[config.mk]
export PLATFORM = sky130hd
export DESIGN_NAME = mem_write_arbiter
export DESIGN_NICKNAME = d
export VERILOG_FILES = /design/src/rtl/mem_pkg.sv /design/src/rtl/rr_pick.sv /design/src/rtl/mem_write_arbiter.sv
export SDC_FILE = /design/constraint.sdc
export NUM_CORES = 1
export LEC_CHECK = 0
export CORE_MARGIN = 2
export CORE_UTILIZATION = 37
export DETAILED_ROUTE_END_ITERATION = 12
export GPL_ROUTABILITY_DRIVEN = 0
export GPL_TIMING_DRIVEN = 0
export HOLD_SLACK_MARGIN = 0.03
export PLACE_DENSITY = 0.94
export SYNTH_ARGS = -nofsm -noshare
export SYNTH_HDL_FRONTEND = slang
export SYNTH_SLANG_ARGS = --single-unit
export TNS_END_PERCENT = 100
[constraint.sdc]
create_clock -name clk -period 2.1 [get_ports clk]
set_clock_uncertainty 0.05 [all_clocks]
set_input_delay 0.42 -clock clk [delete_from_list [all_inputs] [get_ports clk]]
set_output_delay 0.42 -clock clk [all_outputs]
set_load 0.05 [all_outputs]
[src/rtl/mem_pkg.sv]
// Shared types and helpers for the unified-memory write arbiter.
package mem_pkg;

    localparam int ADDR_WIDTH_DEF = 32;
    localparam int DATA_WIDTH_DEF = 32;
    localparam int DIW_DEF        = $clog2(DATA_WIDTH_DEF / 8);

    // One write request as seen at the memory write port.
    typedef struct packed {
        logic [ADDR_WIDTH_DEF-1:0] addr;
        logic [DATA_WIDTH_DEF-1:0] data;
        logic [DIW_DEF:0]          bytes;
    } wr_req_t;

    // Arbiter FSM states: IDLE has nothing held, ISSUE drives the memory port.
    typedef enum logic [0:0] {
        IDLE  = 1'b0,
        ISSUE = 1'b1
    } arb_state_e;

    // Byte counts above the port width are saturated to the port width.
    function automatic logic [31:0] clamp_bytes(input logic [31:0] req_bytes_v,
                                                input logic [31:0] max_bytes_v);
        logic [31:0] res_v;
        if (req_bytes_v > max_bytes_v) begin
            res_v = max_bytes_v;
        end else begin
            res_v = req_bytes_v;
        end
        return res_v;
    endfunction

endpackage

[src/rtl/rr_pick.sv]
// Round-robin picker: first valid requester at or after ptr, wrapping.
module rr_pick
    import mem_pkg::*;
#(
    parameter  int NUM_REQ = 2,
    localparam int IDXW    = (NUM_REQ > 1) ? $clog2(NUM_REQ) : 1
)(
    input  logic [NUM_REQ-1:0] valid,
    input  logic [IDXW-1:0]    ptr,
    output logic [IDXW-1:0]    grant,
    output logic               any
);

    // Scan offsets from farthest to nearest so the nearest valid wins.
    always_comb begin
        int          sum_v;
        logic [IDXW-1:0] idx_v;
        grant = {IDXW{1'b0}};
        any   = |valid;
        for (int off = NUM_REQ - 1; off >= 0; off--) begin
            sum_v = int'(ptr) + off;
            sum_v = (sum_v >= NUM_REQ) ? (sum_v - NUM_REQ) : sum_v;
            idx_v = IDXW'(sum_v);
            grant = valid[idx_v] ? idx_v : grant;
        end
    end

endmodule

[src/rtl/mem_write_arbiter.sv]
// Shares the single memory write port between NUM_REQ requesters.
// The round-robin winner is captured into a holding register that drives
// the memory port until write_done; a new winner can be captured in the
// same cycle as write_done so back-to-back writes keep activate high.
module mem_write_arbiter
    import mem_pkg::*;
#(
    parameter  int ADDR_WIDTH     = ADDR_WIDTH_DEF,
    parameter  int DATA_WIDTH     = DATA_WIDTH_DEF,
    parameter  int NUM_REQ        = 2,
    localparam int DATA_BYTE_SIZE = DATA_WIDTH / 8,
    localparam int DIW            = $clog2(DATA_BYTE_SIZE),
    localparam int BW             = DIW + 1,
    localparam int IDXW           = (NUM_REQ > 1) ? $clog2(NUM_REQ) : 1
)(
    input  logic                               clk,
    input  logic                               rst,
    input  logic [NUM_REQ-1:0]                 req_valid,
    input  logic [NUM_REQ-1:0][ADDR_WIDTH-1:0] req_addr,
    input  logic [NUM_REQ-1:0][DATA_WIDTH-1:0] req_data,
    input  logic [NUM_REQ-1:0][BW-1:0]         req_bytes,
    output logic [NUM_REQ-1:0]                 req_ready,
    output logic [NUM_REQ-1:0]                 req_done,
    output logic [ADDR_WIDTH-1:0]              mem_write_addr,
    output logic [DATA_WIDTH-1:0]              mem_write_data,
    output logic [BW-1:0]                      mem_bytes_to_write,
    output logic                               mem_write_activate,
    input  logic                               mem_write_done,
    output logic                               busy
);

    localparam logic [NUM_REQ-1:0] ONE_HOT0 = {{(NUM_REQ-1){1'b0}}, 1'b1};

    arb_state_e               state_r;
    logic [IDXW-1:0]          rr_ptr_r;
    logic [IDXW-1:0]          owner_r;
    logic [ADDR_WIDTH-1:0]    addr_r;
    logic [DATA_WIDTH-1:0]    data_r;
    logic [BW-1:0]            bytes_r;
    logic                     activate_r;
    logic [NUM_REQ-1:0]       done_r;

    logic [IDXW-1:0]          grant_s;
    logic                     any_s;
    logic                     accept_s;
    logic                     finish_s;
    logic [BW-1:0]            grant_bytes_s;
    logic                     grant_zero_s;
    logic [IDXW-1:0]          ptr_next_s;
    logic [NUM_REQ-1:0]       grant_mask_s;
    logic [NUM_REQ-1:0]       owner_mask_s;
    logic [NUM_REQ-1:0]       done_next_s;

    rr_pick #(
        .NUM_REQ (NUM_REQ)
    ) u_rr_pick (
        .valid (req_valid),
        .ptr   (rr_ptr_r),
        .grant (grant_s),
        .any   (any_s)
    );

    // A grant is taken when nothing is held, or the held write lands this cycle.
    always_comb begin
        accept_s = 1'b0;
        finish_s = 1'b0;
        case (state_r)
            IDLE: begin
                accept_s = any_s & ~rst;
                finish_s = 1'b0;
            end
            ISSUE: begin
                accept_s = any_s & mem_write_done & ~rst;
                finish_s = mem_write_done;
            end
            default: begin
                accept_s = 1'b0;
                finish_s = 1'b0;
            end
        endcase
    end

    // Winner fields, next pointer and one-hot masks for ready/done.
    always_comb begin
        grant_bytes_s = BW'(clamp_bytes(32'(req_bytes[grant_s]), 32'(DATA_BYTE_SIZE)));
        grant_zero_s  = (grant_bytes_s == {BW{1'b0}});
        ptr_next_s    = (grant_s == IDXW'(NUM_REQ - 1)) ? {IDXW{1'b0}} : (grant_s + IDXW'(1'b1));
        grant_mask_s  = ONE_HOT0 << grant_s;
        owner_mask_s  = ONE_HOT0 << owner_r;
        done_next_s   = (finish_s ? owner_mask_s : {NUM_REQ{1'b0}})
                      | ((accept_s && grant_zero_s) ? grant_mask_s : {NUM_REQ{1'b0}});
        req_ready     = accept_s ? grant_mask_s : {NUM_REQ{1'b0}};
    end

    // Holding register: loads the winning request on every accepted grant.
    always_ff @(posedge clk) begin
        if (rst) begin
            addr_r  <= {ADDR_WIDTH{1'b0}};
            data_r  <= {DATA_WIDTH{1'b0}};
            bytes_r <= {BW{1'b0}};
        end else if (accept_s) begin
            addr_r  <= req_addr[grant_s];
            data_r  <= req_data[grant_s];
            bytes_r <= grant_bytes_s;
        end else begin
            addr_r  <= addr_r;
            data_r  <= data_r;
            bytes_r <= bytes_r;
        end
    end

    // Arbiter FSM: state, memory activate, round-robin pointer, owner, done pulses.
    always_ff @(posedge clk) begin
        if (rst) begin
            state_r    <= IDLE;
            activate_r <= 1'b0;
            rr_ptr_r   <= {IDXW{1'b0}};
            owner_r    <= {IDXW{1'b0}};
            done_r     <= {NUM_REQ{1'b0}};
        end else begin
            done_r <= done_next_s;
            case (state_r)
                IDLE: begin
                    if (accept_s) begin
                        owner_r    <= grant_s;
                        rr_ptr_r   <= ptr_next_s;
                        state_r    <= grant_zero_s ? IDLE : ISSUE;
                        activate_r <= ~grant_zero_s;
                    end else begin
                        state_r    <= IDLE;
                        activate_r <= 1'b0;
                    end
                end
                ISSUE: begin
                    if (accept_s) begin
                        owner_r    <= grant_s;
                        rr_ptr_r   <= ptr_next_s;
                        state_r    <= grant_zero_s ? IDLE : ISSUE;
                        activate_r <= ~grant_zero_s;
                    end else if (mem_write_done) begin
                        state_r    <= IDLE;
                        activate_r <= 1'b0;
                    end else begin
                        state_r    <= ISSUE;
                        activate_r <= 1'b1;
                    end
                end
                default: begin
                    state_r    <= IDLE;
                    activate_r <= 1'b0;
                end
            endcase
        end
    end

    assign mem_write_addr     = addr_r;
    assign mem_write_data     = data_r;
    assign mem_bytes_to_write = bytes_r;
    assign mem_write_activate = activate_r;
    assign req_done           = done_r;
    assign busy               = (state_r == ISSUE);

endmodule
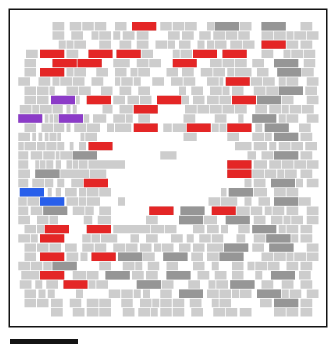
Run 1: register map, names as in the netlist
Bar = 20 microns. Other sequential cells in the stronger gray, the rest of the logic in the fainter gray.
color	name in the netlist	sequential cells
blue	`req_done`	2
purple	`mem_bytes_to_write`	3
red	`mem_write_data`	32

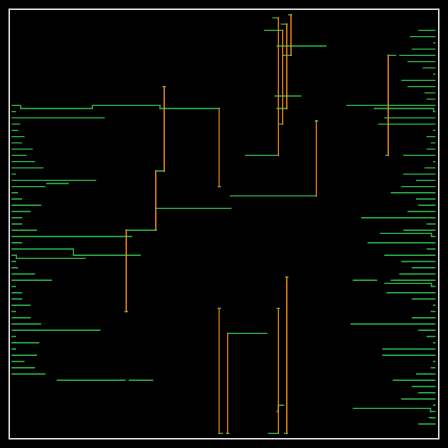
Run 1: signal wires by layer
Only two layers are drawn.
color	layer	wire length
orange	M4	292 microns
green	M3	801 microns
Total Routed Length: 9900 microns
GRT Resource Usage Total: 22.7%
Vias: 3046

==> reports/metrics.yaml, run 1 <==
dp.cells: 575
leakage_nw: 2.17
clkCellAreaFrac_pct: 3.90
gr-total-overflow: 0
cts_made_buffers: 9
cp_slowest_cell: "clkdlybuf4s50_1"
crit_cells: 1
p_seq_share_pct: 39.2
ys_sh_adder_pct: 0
n_all_buffers: 237
nWellTaps: 102
rr_worst_depth: 8
numSequentialCells: 72
cts_resized: 21
status: "finished, final reports clean"
met2WireLength_microns: 4990
setup_viol: 0
grt_use_met2_pct: 40.5
comb_power_mw: 1.23
n_all_inverters: 2
synth-main-ff-cell: "dfxtp_1"
nets: 627
cp-start-kind: "flop"
cts.clk_slew.worst_paths_ns: 0.07
cts-root-buf: "clkbuf_8"
routedLengthMet1_microns: 3830
cp_slowest_stage_delay_ns: 0.83
grt.met1_usage_pct: 25.2
ys.warnings.count: 0
drv_slew: 0
final.setup.tns_ns: 0
nonClkBufAreaFrac_pct: 43.3
ys_sh_aoi_pct: 24.5
maxCapViolations: 0
r2r_slack_ns: 0.28
core_area_sq_um: 7730
ys_area_sq_um: 2940
cts_buffer_depth: 2
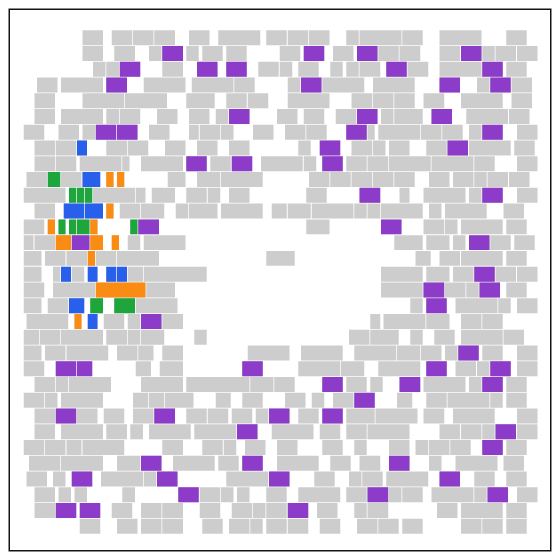
Run 1: logic cells by family
color	family	cells	most used	where
green	nand cells	10	nand2_1	left middle
orange	nor cells	11	nor2_1	left middle
purple	non-inverting ao/oa cells	66	a221o_1	spread over the die
blue	aoi and oai cells	10	a21oi_1	left middle
fin cells: 595
most frequent logic cell in the layout: clkdlybuf4s50_1
combinational share of cell area: 23.7%

Run 1, routing congestion:
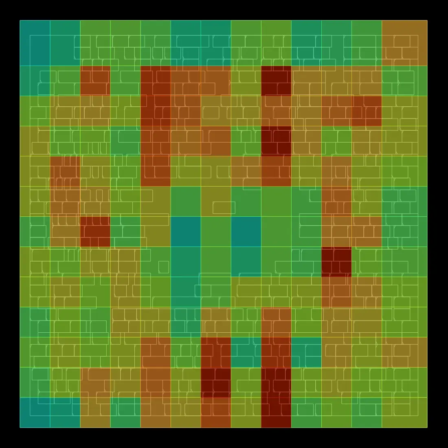

--- run 2 (diff from run 1) ---
Settings changed: PLACE_DENSITY 0.94 to 0.85.
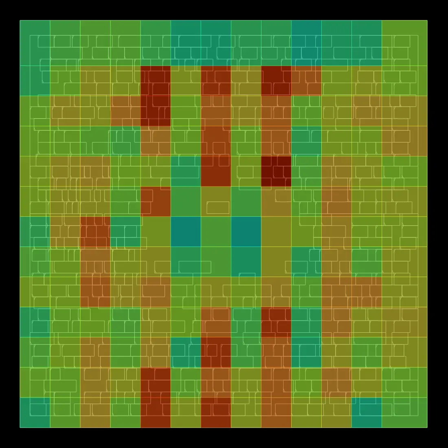
Run 2: routing congestion
Util after Layout: 69.8%
drt wl/cell: 16.3 microns

==> run 2 against run 1 <==
Compared with the run above: critical path depth unchanged; maximum frequency decreased by 0.14%; global-route usage decreased by 0.71 points; combinational power about the same; critical endpoint unchanged.
==> reports/metrics.yaml, run 2 <==
status: "finished, final reports clean"
crit_required_ns: 1.63
crit_cells: 1
grt_usage_pct: 22.0
drv_slew: 0
n_all_inverters: 2
ys_sh_adder_pct: 0
p_comb_share_pct: 31.5
r2r_slack_ns: 0.29
rr_worst_depth: 8
cts.clk_slew.worst_paths_ns: 0.07
nWellTaps: 102
topCombFamilyByArea: "AND-OR/OR-AND gates"
met2WireLength_microns: 4820
ys.warnings.count: 0
async_flop_share_pct: 0
synth-main-ff-cell: "dfxtp_1"
cts_resized: 21
ys_sh_aoi_pct: 24.5
port_buffers: 210
cp-start-kind: "flop"
final.setup.tns_ns: 0
syn_area_per_cell_sq_um: 11.2
clkCellAreaFrac_pct: 3.69
leakage_nw: 2.16
holdPathStages: 2
numSequentialCells: 72
lay_top_count: "clkdlybuf4s50_1"
comb_share_pct: 23.9
p_seq_share_pct: 39.9
cp_slowest_stage_delay_ns: 0.83
grt_use_met2_pct: 38.8
cts_made_buffers: 9
cts_buffer_depth: 2
gr-total-overflow: 0
core_area_sq_um: 7730
cp_slowest_cell: "clkdlybuf4s50_1"
reg2reg_to: "mem_write_data[31]"
stdcell_count: 593
comb_power_mw: 1.23
yosys_cells: 263
grt.met1_usage_pct: 25.3
nets: 625
dp.cells: 575
n_all_buffers: 235
cts-root-buf: "clkbuf_8"
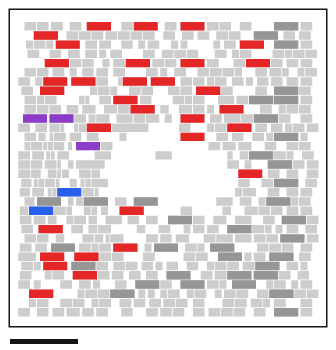
Run 2: register map, names as in the netlist
Bar = 20 microns. Other sequential cells in the stronger gray, the rest of the logic in the fainter gray.
color	name in the netlist	sequential cells
purple	`mem_bytes_to_write`	3
blue	`req_done`	2
red	`mem_write_data`	32
seq pwr: 1.55 mW
FF+latch area: 1440 sq um
Seq area share: 26.7%

Run 2, signal wires by layer:
Only two layers are drawn.
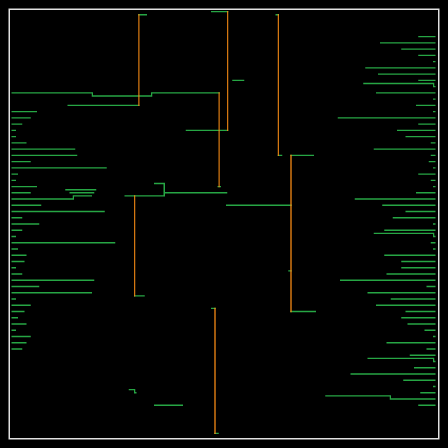

--- run 3 (diff from run 2) ---
Settings changed: PLACE_DENSITY 0.85 to 0.84.
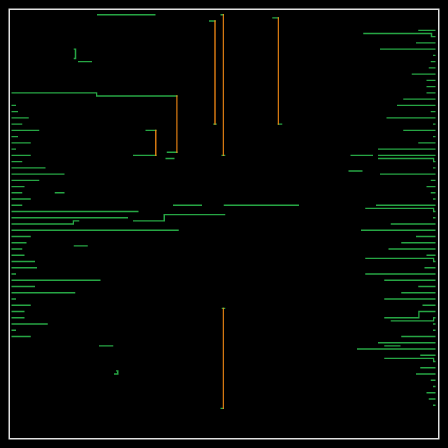
Run 3: signal wires by layer
Only two layers are drawn.
color	layer	wire length
green	M3	740 microns
orange	M4	116 microns

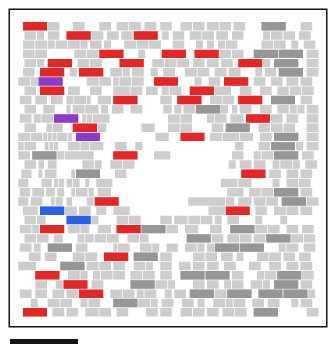
Run 3: register map, names as in the netlist
Bar = 20 microns. Other sequential cells in the stronger gray, the rest of the logic in the fainter gray.
color	name in the netlist	sequential cells
red	`mem_write_data`	32
blue	`req_done`	2
purple	`mem_bytes_to_write`	3
not colored	35

==> run 3 against run 2 <==
Compared with the run above: critical path depth unchanged; sequential share of layout area about the same; maximum frequency increased by 2.5%; non-clock buffer count decreased by 1; via count about the same; sequential cell count unchanged; final area decreased by 0.12%; worst setup slack improved by 0.050 ns; critical endpoint is now mem_write_data[24]; synthesized cell count unchanged; total power decreased by 0.39%.
==> reports/metrics.yaml, run 3 <==
holdPathStages: 2
post_drt_wl_per_cell_microns: 16.3
ys.warnings.count: 0
cts.clk_slew.worst_paths_ns: 0.08
async_flop_share_pct: 0
finish.utilization_pct: 69.8
port_buffers: 210
topCombFamilyByArea: "AND-OR/OR-AND gates"
ys_sh_aoi_pct: 24.5
seq_share_pct: 26.7
syn_area_per_cell_sq_um: 11.2
cp_slowest_stage_delay_ns: 0.83
vias: 2990
nonClkBufAreaFrac_pct: 43.2
grt.met1_usage_pct: 24.7
n_all_buffers: 234
p_seq_mw: 1.56
numSequentialCells: 72
rr_worst_depth: 7
cts_made_buffers: 9
setup_viol: 0
nWellTaps: 102
seqCellArea_sq_um: 1440
cp-start-kind: "flop"
nets: 624
drt-total-wl_microns: 9640
drv_slew: 0
met2WireLength_microns: 4880
ys_area_sq_um: 2940
cts_resized: 21
ys_sh_adder_pct: 0
grt_usage_pct: 21.7
maxCapViolations: 0
crit_required_ns: 1.63
clkCellAreaFrac_pct: 3.67
grt_use_met2_pct: 38.9
routedLengthMet1_microns: 3900
cts-root-buf: "clkbuf_8"
p_seq_share_pct: 40.1
status: "finished, final reports clean"
crit_cells: 1
final.setup.tns_ns: 0
p_comb_share_pct: 31.6
cp_slowest_cell: "clkdlybuf4s50_1"
yosys_cells: 263
Power and IR drop assume default switching activity.
